Figure 1. Cells colored by class.
Drawn at 4 px/um.
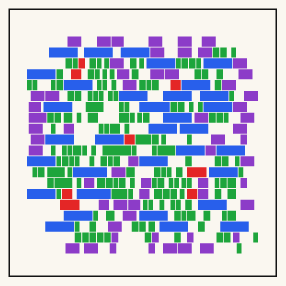
Figure 2. The metal 3 layer.
Drawn at 6 px/um.
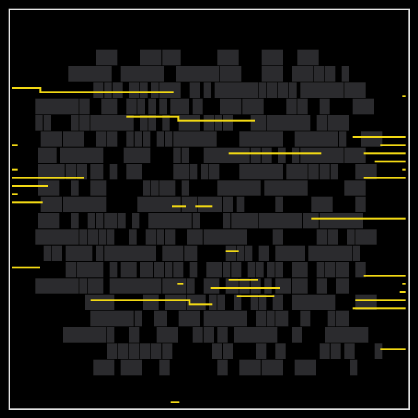
Figure 3. I/O nets highlighted.
Drawn at 8 px/um.
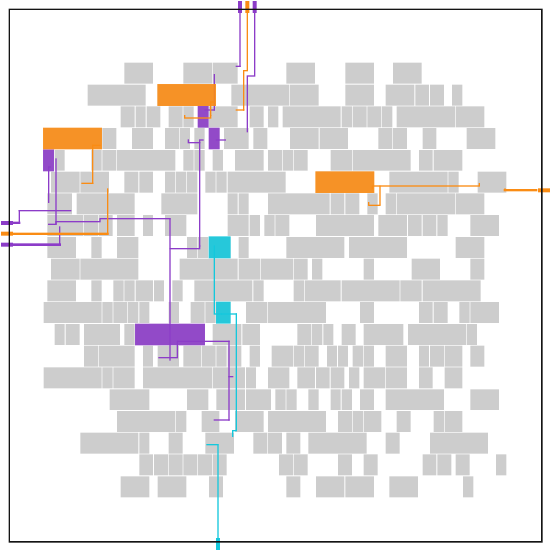
Figure 4. Routed clock nets over the placement.
Drawn at 8 px/um.
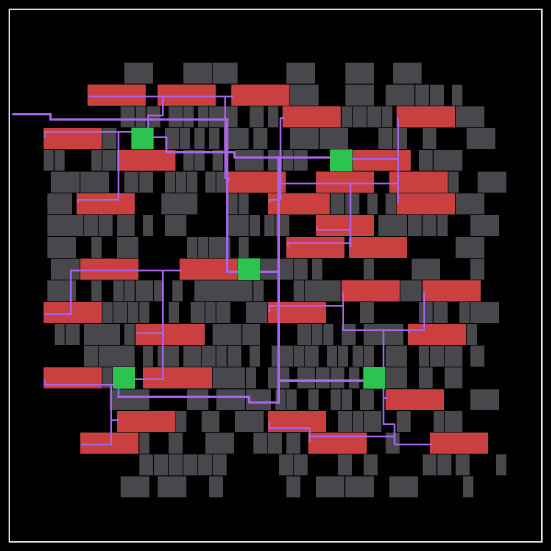
Figure 5. Clock routing.
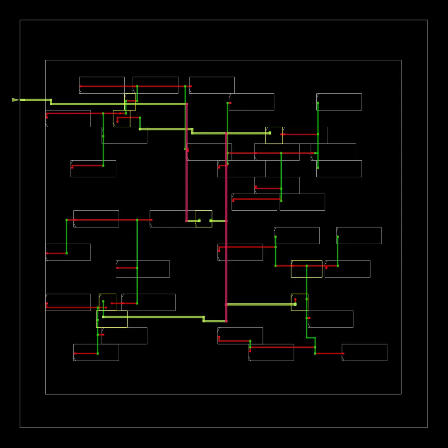
--- config.mk ---
export PLATFORM = sky130hd
export DESIGN_NAME = regbank_scan_ctrl
export DESIGN_NICKNAME = d
export VERILOG_FILES = /design/src/rtl/regbank_scan_ctrl.sv
export SDC_FILE = /design/constraint.sdc
export NUM_CORES = 1
export LEC_CHECK = 0
export ABC_AREA = 1
export CAP_MARGIN = 25
export CORE_MARGIN = 4
export CORE_UTILIZATION = 44
export DETAILED_ROUTE_END_ITERATION = 10
export PLACE_DENSITY_LB_ADDON = 0.2
export SYNTH_ARGS = -nofsm -noshare
export SYNTH_HDL_FRONTEND = slang
export SYNTH_SLANG_ARGS = --single-unit
--- constraint.sdc ---
create_clock -name clk -period 1.8 [get_ports clk]
set_input_delay 0.36 -clock clk [delete_from_list [all_inputs] [get_ports clk]]
set_output_delay 0.36 -clock clk [all_outputs]
set_load 0.01 [all_outputs]
--- src/rtl/regbank_scan_ctrl.sv ---
// regbank_scan_ctrl: initialises the register bank, scans register pairs for display and grants external writes.
module regbank_scan_ctrl #(
    parameter int AW    = 4,
    parameter int DW    = 4,
    parameter int DWELL = 8
) (
    input  logic          clk,
    input  logic          rst,
    input  logic          start,
    input  logic          wr_req,
    input  logic [AW-1:0] wr_addr,
    input  logic [DW-1:0] wr_data,
    output logic          wr_gnt,
    output logic [AW-1:0] addrW,
    output logic [DW-1:0] datW,
    output logic          RegWrite,
    output logic [AW-1:0] addrRa,
    output logic [AW-1:0] addrRb,
    input  logic [DW-1:0] datOutRa,
    input  logic [DW-1:0] datOutRb,
    output logic [DW-1:0] disp_a,
    output logic [DW-1:0] disp_b,
    output logic [AW-2:0] disp_idx,
    output logic          disp_valid,
    output logic          busy,
    output logic          init_done
);
    localparam int TW = $clog2(DWELL);
    localparam logic [1:0] IDLE = 2'd0, INIT = 2'd1, SCAN = 2'd2, WRITE = 2'd3;

    logic [1:0]    state;
    logic [AW-1:0] cnt, lat_addr;
    logic [DW-1:0] lat_data;
    logic [AW-2:0] k;
    logic [TW-1:0] dwell;
    logic          last;

    assign last = dwell == TW'(DWELL - 1);

    always_ff @(posedge clk) begin
        if (!rst) begin
            state      <= IDLE;
            cnt        <= '0;
            k          <= '0;
            dwell      <= '0;
            lat_addr   <= '0;
            lat_data   <= '0;
            disp_a     <= '0;
            disp_b     <= '0;
            disp_idx   <= '0;
            disp_valid <= 1'b0;
            init_done  <= 1'b0;
        end else begin
            disp_valid <= 1'b0;
            case (state)
                IDLE: if (start) begin
                    state <= INIT;
                    cnt   <= '0;
                end
                INIT: begin
                    cnt <= cnt + 1'b1;
                    if (&cnt) begin
                        state     <= SCAN;
                        init_done <= 1'b1;
                        k         <= '0;
                        dwell     <= '0;
                    end
                end
                // a pending write pre-empts a capture due on the same edge
                SCAN: if (wr_req) begin
                    state    <= WRITE;
                    lat_addr <= wr_addr;
                    lat_data <= wr_data;
                    dwell    <= '0;
                end else if (last) begin
                    disp_a     <= datOutRa;
                    disp_b     <= datOutRb;
                    disp_idx   <= k;
                    disp_valid <= 1'b1;
                    dwell      <= '0;
                    k          <= k + 1'b1;
                end else begin
                    dwell <= dwell + 1'b1;
                end
                default: begin
                    state <= SCAN;
                    dwell <= '0;
                end
            endcase
        end
    end

    assign wr_gnt   = state == WRITE;
    assign RegWrite = state == INIT || wr_gnt;
    assign busy     = RegWrite;
    assign addrW    = state == INIT ? cnt : wr_gnt ? lat_addr : '0;
    assign datW     = state == INIT ? DW'(cnt) : wr_gnt ? lat_data : '0;
    assign addrRa   = {1'b0, k};
    assign addrRb   = (state == SCAN || wr_gnt) ? {1'b1, k} : '0;
endmodule

==> impl_metrics.tcl <==
# place-and-route summary
set metrics [dict create \
    min_path_type "reg2reg" \
    timing.final.max_slew_violations 0 \
    timing.final.setup_violations 0 \
    outcome "finished, final reports clean" \
    grt_max_degree 22 \
    grt_antenna_before_repair 0 \
    synth.comb.largest_family "simple AND/OR/NAND/NOR gates" \
    global_route.overflow_total 0 \
    clock_root_buffer "sky130_fd_sc_hd__clkbuf_4" \
    path_cells "clkdlybuf4s50_1" \
    timing.critical_path.from_type "flop" \
    seq_power_w 0.000794 \
    cts.path.max_buffers 2 \
    multiInputGateArea_um2 678 \
    lay_top_count "sky130_fd_sc_hd__nand2_1" \
    static-leakage-power_nw 0.882 \
    path_clk_slew_ns 0.10 \
    setup.worst_path.class "reg2out" \
    wl_met2_um 1690 \
    powerComb_w 0.000345 \
    hold_viol 0 \
    ys_chip_area_mm2 0.00150 \
    total_power_w 0.00161 \
    clkPwrFrac 0.295 \
    cell_internal_pwr_w 0.00115 \
    power.group.top "registers" \
    synthDominantAreaCellType "sky130_fd_sc_hd__dfxtp_1" \
    worst_slack_ns 0.109 \
    max_slew.worst_pin.slew_ns 0.495 \
    fin_tns_setup_ns 0 \
    filler_cell_count 287 \
    timing.max_cap.violations 0 \
    synth_simple_gate_area_share 0.239 \
    clock.fmax_ghz 0.592 \
    timing.critical_path.buf_inv 1 \
    async_reset_ff_frac 0 \
    grtUsageMet2 0.289 \
    synthDistinctLibCells 24 \
    drc 0 \
    power.sequential.fraction 0.492 \
    openroad_warning_count 26 \
]
## Picture notes: Figure 1
Key: green = remaining logic cells [cells 159]; red = clock drivers and dummy loads [cells 8]; purple = remaining buffers and delay cells [cells 59]; blue = registers [cells 33]
Placeable Area: 0.00315 mm^2
row count: 20
utilization after layout: 0.665
area of all placed cells without fillers: 0.00210 mm^2
sequential portion of the cell area: 0.319

## Picture notes: Figure 2
28 nets have wire on it. The longest straight run is 22.1 um. The layer holds 6.2% of the routed length. The layer carries 219 um of wire.
vias after detailed routing: 1452
total length of routed wires: 3550 um
met3 Track Usage GR: 0.0663

## Picture notes: Figure 3
Key: cyan = start [direction input, end cells 2, buffers 1, wire 40.1 um]; purple = addrRb [direction output, end cells 4, buffers 5, wire 135 um]; orange = disp_idx [direction output, end cells 3, buffers 3, wire 66.3 um]
I/O Pins: 52
quantity of I/O buffers inserted on ports: 50

## Picture notes: Figure 4
Key: red = flip-flops [count 33]; green = clock-net drivers [count 5]; purple = clock wires [length 407 um]
There are 6 routed clock nets.
reported clock group power: 0.000476 W
Clk Latency, worst-skew pair: 0.34 ns
clock tree skew after final layout: 0.00409 ns

## Picture notes: Figure 5
Num CTS Buffers: 5
sequential cell count: 33

==> cell type report <==
| class | instances | area share |
|---|---|---|
| clock buffer | 7 | 0.0310 |
| clock inverter | 1 | 0.00239 |
| inverter | 26 | 0.0466 |
| multi-input combinational | 133 | 0.324 |
| sequential | 33 | 0.319 |
| tap | 44 | 0.0263 |
| timing repair buffer | 59 | 0.251 |
==> what timing repair did <==
item                                   CTS  global route
resized                                 19            17
setup endpoints to repair               13            10
gates cloned                             0             0
pin swaps                                0             1
setup buffers                            0             2
endpoints found under the hold margin    0             0
==> final timing paths <==
path / start / endpoint / slack (ns)
worst max-delay path: k[2] / addrRa[2] / 0.11
worst min-delay path: lat_addr[3] / lat_addr[3] / 0.46
worst max register to register: dwell[0] / k[1] / 0.30
worst min register to register: lat_addr[3] / lat_addr[3] / 0.46
Power figures rest on the tool's default switching activity, not on a simulated workload.
